--- src/rtl/machine_respond_pkg.sv ---
// Shared types and constants for the machine memory-command responder:
// bundle/slot geometry, tag values, FSM encoding and slot selection helpers.
package machine_types;

    localparam int R_SLOT_W    = 65;
    localparam int W_SLOT_W    = 95;
    localparam int CMD_W       = 320;
    localparam int RSP_W       = 130;
    localparam int TAG_W       = 2;
    localparam int SLOT_ADDR_W = 30;
    localparam int SLOT_DATA_W = 63;

    // Least significant bit of each slot inside the 320-bit command.
    localparam int R1_LSB = 255;
    localparam int R2_LSB = 190;
    localparam int W1_LSB = 95;
    localparam int W2_LSB = 0;

    localparam logic [1:0] TAG_NONE = 2'b00;
    localparam logic [1:0] TAG_JUST = 2'b01;

    // FSM encoding.
    localparam logic [1:0] ST_IDLE  = 2'd0;
    localparam logic [1:0] ST_ISSUE = 2'd1;
    localparam logic [1:0] ST_DRAIN = 2'd2;
    localparam logic [1:0] ST_RESP  = 2'd3;

    // Slot identifiers in issue order; the pending mask is {r1, r2, w1, w2}.
    localparam logic [1:0] SLOT_R1 = 2'd0;
    localparam logic [1:0] SLOT_R2 = 2'd1;
    localparam logic [1:0] SLOT_W1 = 2'd2;
    localparam logic [1:0] SLOT_W2 = 2'd3;

    // Oldest-in-order pending slot (r1 first). Only meaningful when pend != 0.
    function automatic logic [1:0] first_slot(input logic [3:0] pend);
        if (pend[3])      return SLOT_R1;
        else if (pend[2]) return SLOT_R2;
        else if (pend[1]) return SLOT_W1;
        else              return SLOT_W2;
    endfunction

    // Pending-mask bit that belongs to a slot id.
    function automatic logic [3:0] slot_bit(input logic [1:0] s);
        return 4'b1000 >> s;
    endfunction

endpackage

--- src/rtl/machine_slot_unpack.sv ---
// Splits one command slot into its fields. Read slots carry no value, so the
// value output is forced to zero for them and their padding is ignored.
module machine_slot_unpack
    import machine_types::*;
#(
    parameter int SLOT_W    = W_SLOT_W,
    parameter bit HAS_VALUE = 1'b1
)
(
    input  logic [SLOT_W-1:0]      slot,
    output logic                   valid,
    output logic                   err,
    output logic [SLOT_ADDR_W-1:0] addr,
    output logic [SLOT_DATA_W-1:0] value
);

    logic [TAG_W-1:0] tag;

    assign tag   = slot[SLOT_W-1 -: TAG_W];
    assign valid = (tag == TAG_JUST);
    // Tags 2'b10 and 2'b11 are malformed; the slot is skipped but flagged.
    assign err   = tag[1];
    assign addr  = slot[SLOT_W-TAG_W-1 -: SLOT_ADDR_W];

    generate
        if (HAS_VALUE) begin : g_value
            assign value = slot[SLOT_DATA_W-1:0];
        end else begin : g_no_value
            logic unused_pad;
            assign unused_pad = ^slot[SLOT_W-TAG_W-SLOT_ADDR_W-1:0];
            assign value      = '0;
        end
    endgenerate

endmodule

--- src/rtl/machine_respond.sv ---
// Responder for the machine memory-command bundle. Accepts a bundle of up to
// two reads and two writes, issues the valid slots one per cycle in the order
// r1, r2, w1, w2 to a single-port synchronous RAM, and returns the read data.
//
// Handshakes: a transfer happens on a rising clock edge where valid and ready
// are both high; valid, once raised, holds its payload stable until that edge,
// and ready may be high before valid without side effects.
module machine_respond
    import machine_types::*;
#(
    parameter int ADDR_W = 30,
    parameter int DATA_W = 63
)
(
    input  logic              system1000,
    input  logic              system1000_rstn,
    input  logic              cmd_valid,
    output logic              cmd_ready,
    input  logic [CMD_W-1:0]  cmd,
    output logic              rsp_valid,
    input  logic              rsp_ready,
    output logic [RSP_W-1:0]  rsp,
    output logic              rsp_err,
    output logic              mem_en,
    output logic              mem_we,
    output logic [ADDR_W-1:0] mem_addr,
    output logic [DATA_W-1:0] mem_wdata,
    input  logic [DATA_W-1:0] mem_rdata,
    output logic [1:0]        dbg_state
);

    // Unpacked view of the incoming bundle, indexed by slot id.
    logic [3:0]        new_valid;
    logic [3:0]        new_err;
    logic [ADDR_W-1:0] new_addr [4];
    logic [DATA_W-1:0] new_val  [4];

    machine_slot_unpack #(.SLOT_W(R_SLOT_W), .HAS_VALUE(1'b0)) u_r1 (
        .slot (cmd[R1_LSB +: R_SLOT_W]),
        .valid(new_valid[3]),
        .err  (new_err[3]),
        .addr (new_addr[SLOT_R1]),
        .value(new_val[SLOT_R1])
    );

    machine_slot_unpack #(.SLOT_W(R_SLOT_W), .HAS_VALUE(1'b0)) u_r2 (
        .slot (cmd[R2_LSB +: R_SLOT_W]),
        .valid(new_valid[2]),
        .err  (new_err[2]),
        .addr (new_addr[SLOT_R2]),
        .value(new_val[SLOT_R2])
    );

    machine_slot_unpack #(.SLOT_W(W_SLOT_W), .HAS_VALUE(1'b1)) u_w1 (
        .slot (cmd[W1_LSB +: W_SLOT_W]),
        .valid(new_valid[1]),
        .err  (new_err[1]),
        .addr (new_addr[SLOT_W1]),
        .value(new_val[SLOT_W1])
    );

    machine_slot_unpack #(.SLOT_W(W_SLOT_W), .HAS_VALUE(1'b1)) u_w2 (
        .slot (cmd[W2_LSB +: W_SLOT_W]),
        .valid(new_valid[0]),
        .err  (new_err[0]),
        .addr (new_addr[SLOT_W2]),
        .value(new_val[SLOT_W2])
    );

    // Architectural state.
    logic [1:0]        state_q;
    logic [3:0]        pend_q;
    logic [ADDR_W-1:0] lat_addr_q [4];
    logic [DATA_W-1:0] lat_val_q  [4];
    logic              rd1_v_q;
    logic              rd2_v_q;
    logic [DATA_W-1:0] rd1_data_q;
    logic [DATA_W-1:0] rd2_data_q;
    logic              err_q;

    // Memory strobe registers and read-return tracking. mem_r2_q travels with
    // the strobe; rd_wait_q marks the cycle in which mem_rdata is valid.
    logic              mem_en_q;
    logic              mem_we_q;
    logic [ADDR_W-1:0] mem_addr_q;
    logic [DATA_W-1:0] mem_wdata_q;
    logic              mem_r2_q;
    logic              rd_wait_q;
    logic              rd_wait_r2_q;

    // Next-slot selection. In IDLE the first slot is taken straight from the
    // incoming bundle so it can be strobed on the accept edge itself.
    logic [3:0]        src_mask;
    logic              pick_any;
    logic [1:0]        pick_slot;
    logic [ADDR_W-1:0] pick_addr;
    logic [DATA_W-1:0] pick_wdata;
    logic              pick_we;
    logic [3:0]        rest_mask;

    // Choose the oldest pending slot and its memory request.
    always_comb begin
        src_mask   = (state_q == ST_IDLE) ? new_valid : pend_q;
        pick_any   = |src_mask;
        pick_slot  = first_slot(src_mask);
        pick_we    = pick_slot[1];
        pick_addr  = (state_q == ST_IDLE) ? new_addr[pick_slot] : lat_addr_q[pick_slot];
        // Read slots hold a zero value, which gives mem_wdata = 0 on reads.
        pick_wdata = (state_q == ST_IDLE) ? new_val[pick_slot] : lat_val_q[pick_slot];
        rest_mask  = src_mask & ~slot_bit(pick_slot);
    end

    // Bundle FSM, memory strobes and read-data capture.
    always_ff @(posedge system1000 or negedge system1000_rstn) begin
        if (!system1000_rstn) begin
            state_q      <= ST_IDLE;
            pend_q       <= '0;
            for (int i = 0; i < 4; i++) begin
                lat_addr_q[i] <= '0;
                lat_val_q[i]  <= '0;
            end
            rd1_v_q      <= 1'b0;
            rd2_v_q      <= 1'b0;
            rd1_data_q   <= '0;
            rd2_data_q   <= '0;
            err_q        <= 1'b0;
            mem_en_q     <= 1'b0;
            mem_we_q     <= 1'b0;
            mem_addr_q   <= '0;
            mem_wdata_q  <= '0;
            mem_r2_q     <= 1'b0;
            rd_wait_q    <= 1'b0;
            rd_wait_r2_q <= 1'b0;
        end else begin
            // A read strobed last cycle is sampled by the RAM on this edge,
            // so its data is presented during the next cycle and taken then.
            rd_wait_q    <= mem_en_q && !mem_we_q;
            rd_wait_r2_q <= mem_r2_q;
            if (rd_wait_q) begin
                if (rd_wait_r2_q) rd2_data_q <= mem_rdata;
                else              rd1_data_q <= mem_rdata;
            end

            case (state_q)
                ST_IDLE: begin
                    if (cmd_valid) begin
                        for (int i = 0; i < 4; i++) begin
                            lat_addr_q[i] <= new_addr[i];
                            lat_val_q[i]  <= new_val[i];
                        end
                        rd1_v_q    <= new_valid[3];
                        rd2_v_q    <= new_valid[2];
                        rd1_data_q <= '0;
                        rd2_data_q <= '0;
                        err_q      <= |new_err;
                        if (pick_any) begin
                            mem_en_q    <= 1'b1;
                            mem_we_q    <= pick_we;
                            mem_addr_q  <= pick_addr;
                            mem_wdata_q <= pick_wdata;
                            mem_r2_q    <= (pick_slot == SLOT_R2);
                            pend_q      <= rest_mask;
                            state_q     <= ST_ISSUE;
                        end else begin
                            pend_q  <= '0;
                            state_q <= ST_RESP;
                        end
                    end
                end
                ST_ISSUE: begin
                    if (pick_any) begin
                        mem_en_q    <= 1'b1;
                        mem_we_q    <= pick_we;
                        mem_addr_q  <= pick_addr;
                        mem_wdata_q <= pick_wdata;
                        mem_r2_q    <= (pick_slot == SLOT_R2);
                        pend_q      <= rest_mask;
                    end else begin
                        mem_en_q <= 1'b0;
                        mem_we_q <= 1'b0;
                        mem_r2_q <= 1'b0;
                        state_q  <= ST_DRAIN;
                    end
                end
                ST_DRAIN: begin
                    state_q <= ST_RESP;
                end
                default: begin
                    if (rsp_ready) state_q <= ST_IDLE;
                end
            endcase
        end
    end

    assign cmd_ready = (state_q == ST_IDLE);
    assign rsp_valid = (state_q == ST_RESP);
    assign rsp_err   = rsp_valid && err_q;
    assign rsp       = {rd1_v_q ? TAG_JUST : TAG_NONE, rd1_data_q,
                        rd2_v_q ? TAG_JUST : TAG_NONE, rd2_data_q};

    assign mem_en    = mem_en_q;
    assign mem_we    = mem_we_q;
    assign mem_addr  = mem_addr_q;
    assign mem_wdata = mem_wdata_q;
    assign dbg_state = state_q;

endmodule

--- config.mk ---
export PLATFORM = sky130hd
export DESIGN_NAME = machine_respond
export DESIGN_NICKNAME = d
export VERILOG_FILES = /design/src/rtl/machine_respond_pkg.sv /design/src/rtl/machine_slot_unpack.sv /design/src/rtl/machine_respond.sv
export SDC_FILE = /design/constraint.sdc
export NUM_CORES = 1
export LEC_CHECK = 0
export ABC_CLOCK_PERIOD_IN_PS = 2700
export CORE_AREA = 2 2 238 240
export DETAILED_ROUTE_END_ITERATION = 16
export DIE_AREA = 0 0 240 242
export PLACE_DENSITY = 0.79
export SETUP_SLACK_MARGIN = 0.5
export SLEW_MARGIN = 20
export SYNTH_ARGS = -nofsm -noshare
export SYNTH_HDL_FRONTEND = slang
export SYNTH_SLANG_ARGS = --single-unit
--- constraint.sdc ---
create_clock -name system1000 -period 2.7 [get_ports system1000]
set_clock_uncertainty 0.15 [all_clocks]
set_input_delay 0.81 -clock system1000 [delete_from_list [all_inputs] [get_ports system1000]]
set_output_delay 0.81 -clock system1000 [all_outputs]
set_load 0.02 [all_outputs]
==> flow_metrics.py <==
# Metrics from the implementation run
metrics = {
    "synthesis": {
        "top_area_share_pct": 54.4,
        "ff_type": "dfrtp_1",
        "yosysUniqueCellTypes": 51,
        "synth-async-reset-ratio_pct": 100,
        "synth_cells": 2432,
        "yosysWarnings": 0,
        "top_area_cell": "dfrtp_1",
        "synth-edff-count": 0,
        "top_cells_by_count": "nand2_1 (1148), dfrtp_1 (479), mux2i_1 (162)",
        "ys_seq_share_pct": 54.4,
        "ys_area_sq_um": 22100,
        "top_cell": "nand2_1",
        "netlist_top_cells_area": "dfrtp_1 (54%), nand2_1 (20%), mux2i_1 (7.4%)",
        "synth_area_per_cell_sq_um": 9.07,
        "ys_cells": 2432,
        "numSynthFlops": 479,
        "synth_area_sq_um": 22100,
    },
    "die": {
        "die_h_microns": 242,
        "initCoreUtil_pct": 39.6,
        "ios": 617,
        "die_width_microns": 240,
        "dieArea_sq_um": 58100,
    },
    "drt": {
        "viasPerCell": 5.34,
        "postRouteAntennaNets": 0,
        "drc": 0,
        "drt_iter0_drc": 1371,
        "wire_per_inst_microns": 21.2,
        "firstDrtPassIters": 5,
    },
    "global_routing": {
        "grt_use_total_pct": 26.4,
        "overflow": 0,
        "grt_pass1_wl_microns": 119000,
        "antenna_found_initial": 15,
        "grt_max_degree": 122,
        "grt_pass1_vias": 20900,
    },
    "clock_network": {
        "htree_levels": 2,
        "path_clk_slew_ns": 0.06,
        "cts_buffers": 51,
        "cts-root-buf": "clkbuf_16",
        "clockBufferDepth": 3,
        "cts_tree": "built",
        "clkLatencyLatePin_ns": 0.60,
        "cts_sinks": 479,
    },
    "placed_design": {
        "placement.io_buffers": 548,
        "placed_area_sq_um": 29200,
        "gp_congestion": 0.864,
        "hpwl_microns": 49700,
    },
    "critical_path": {
        "rr_worst_depth": 14,
        "path_cells": "buf_6 -> ha_4 -> and2_4 -> buf_6",
        "cpMostUsedCell": "buf_6",
        "worstSetupEndpointType": "primary output",
        "slowest_delay_ns": 0.42,
        "cp.arrival_ns": 1.59,
        "timing.rr.start": "dbg_state[1]",
        "start_kind": "flop",
        "startpoint": "dbg_state[1]",
        "critPathKind": "reg2out",
        "path_max_fanout": 3,
        "slowest_stage": "dfrtp_2",
        "required_ns": 1.74,
    },
    "power_and_ir_drop": {
        "p_leak_nw": 15.7,
        "power_density_nw_per_um2": 1190,
        "vdd_drop_max_v": 0.000691,
    },
    "final_timing": {
        "finalCriticalPeriod_ns": 2.55,
        "finalSetupViolCount": 0,
        "hold_slack_ns": 0.0262,
        "drv_slew": 0,
        "fmax_mhz": 393,
        "rsz0062_at_grt": "yes",
        "tightest_slew_ns": 0.621,
        "period_used_pct": 94.3,
        "relSlewSlack_pct": 58.6,
        "hold_viol_final": 0,
    },
    "worst_hold_path": {
        "hp-class": "in2async",
    },
    "job": {
        "drv_cap": 0,
        "warnings": 100,
    },
    "status": {
        "status": "completed",
    },
    "cells_and_area": {
        "drive_gt1_share_pct": 24.0,
        "fillers": 4442,
        "fin_nets": 3511,
    },
}
-- routing by layer --
layer / vias up / GRT usage, % / part of all wire, %
met5: - / 0 / 0.13
met3: 260 / 6.39 / 8.2
met1: 10200 / 32.3 / 39
met4: 16 / 12.4 / 4.6
li1: 9474 / - / -
met2: 1007 / 43.6 / 48
-- report_power, final --
group / total [mW] / internal, mW / switching (mW)
registers: 12.1 / 10.3 / 1.80
logic: 20.4 / 9.26 / 11.1
clock network: 7.14 / 4.08 / 3.07
total: 39.6 / 23.6 / 16.0
-- registers in the layout, indices dropped and copies added, names as in the netlist, 2 cells and up --
signal      flops
dbg_state       2
lat_addr_q    120
lat_val_q     126
mem_addr       30
mem_wdata      63
pend_q          4
rd1_data_q     63
rd2_data_q     63
-- metrics by stage --
step | std cells | power (mW) | setup slack, ns | setup TNS [ns] | util (%)
5_1_grt | 3924 | 41.7 | 0.106 | 0 | 59.5
3_3_place_gp | 3700 | 27.6 | -0.325 | -23.53 | 52.5
2_1_floorplan | 2433 | 21.3 | 0.440 | 0 | -
4_1_cts | 3879 | 37.3 | 0.173 | 0 | 57.6
6_report | 3925 | 39.6 | 0.155 | 0 | 59.5
3_5_place_dp | 3700 | 28.1 | -0.354 | -24.43 | 52.5
-- repair_timing --
item	in CTS	in global routing
gates cloned	29	15
hold buffers	0	0
gates resized	584	502
hold endpoints to repair	0	0
setup buffers	55	24
pin swaps	54	66
endpoints found under the setup margin	338	316
-- kinds of logic after synthesis --
family / count (synthesis) / synth area share, %
adder cells (fa/ha/maj): 4 / 0.227
flip-flops: 479 / 54.4
multiplexers: 187 / 8.63
buffers and inverters: 180 / 4.03
AND/OR/NAND/NOR: 1185 / 20.7
other: 1 / 0.0170
AND-OR/OR-AND: 396 / 12.0
-- worst max-delay path, delay by kind of cell (launching register included) --
kind / cells / cell delay (ns)
buffers and inverters: 2 / 0.25
adders and majority gates: 1 / 0.17
DFF: 1 / 0.42
and+or+nand+nor: 1 / 0.13
-- placed cells by master, fill, tap and decap left out, types with 17 or more instances in the layout --
master	n
a21o_1	18
a21oi_1	129
buf_12	59
buf_16	35
buf_2	78
buf_4	101
buf_6	46
clkbuf_16	66
clkbuf_2	141
clkdlybuf4s50_1	318
dfrtp_1	477
mux2i_1	148
nand2_1	1113
nand2_2	21
o21ai_0	20
o21ai_1	36
o21ai_2	26
o22a_1	63
o22ai_1	17
-- area by class of cell --
cell class | instances | area [sq um] | area share, %
Clock inverter | 22 | 201 | 0.607
Multi-Input combinational cell | 1775 | 10200 | 30.7
Antenna cell | 7 | 17.5 | 0.0528
Tap cell | 756 | 946 | 2.85
Sequential cell | 479 | 12000 | 36.1
Timing Repair Buffer | 809 | 8310 | 25.0
Clock buffer | 73 | 1500 | 4.52
Inverter | 4 | 18.8 | 0.0566
-- worst paths after layout --
check	end	slack, ns
worst max-delay path	rsp_err	0.15
worst min-delay path	rd1_data_q[37]	0.03
worst max register to register	mem_wdata[17]	0.19
worst min register to register	rd_wait_r2_q	0.25
max in group asynchronous	lat_val_q[10]	1.50
min in group system1000	rd_wait_r2_q	0.25
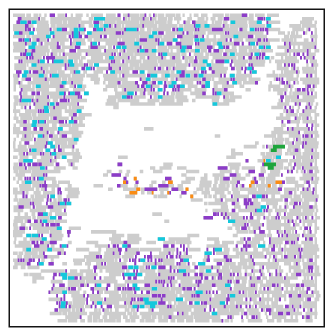
(selected gate families)
NOR gates -> orange  # cells 14
multiplexers -> cyan  # cells 187, where widely spread
NAND gates -> purple  # cells 1166, where widely spread
adder and majority cells -> green  # cells 4, where east
most frequent logic cell in the layout: nand2_1
logic share of the area: 30.7%
Post-Layout Cell Count: 3925

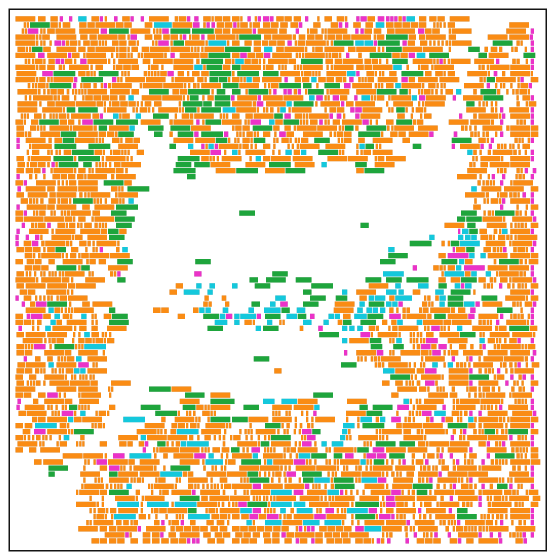
(sizing map)
drive 2 -> magenta  # cells 342, most used clkbuf_2
drive 3 to 4 -> cyan  # cells 177, most used buf_4
drive 6 and up -> green  # cells 239, most used clkbuf_16
drive 1 or less -> orange  # cells 2404, most used nand2_1
Syn-to-layout area delta: 50.5%
buffers outside the clock class: 809
design area: 33200 sq um

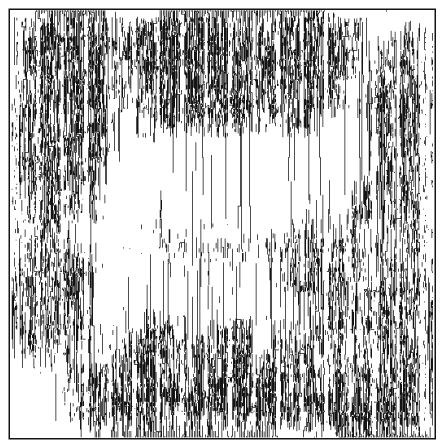
(the metal 2 layer)
nets with wire on the layer = 2935
main direction = vertical
longest straight run = 119 microns
share of all routed wire = 48%
total number of vias: 21.0k
met2 GRT Util: 43.6%
WL final: 83300 microns

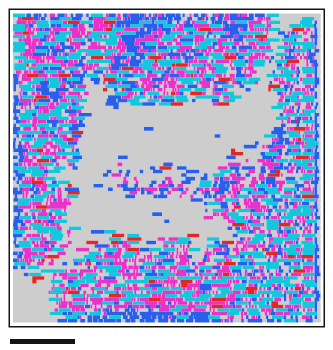
(placed cells, one color a class)
The bar under the picture is 50 microns long. Fill, decap, tap and diode cells in gray.
flip-flops -> cyan  # cells 479
other buffers and delay cells -> blue  # cells 809
clock drivers and dummy loads -> red  # cells 95
all other logic -> magenta  # cells 1779
core area: 55700 sq um
FP Rows: 87

Power and IR drop assume default switching activity.
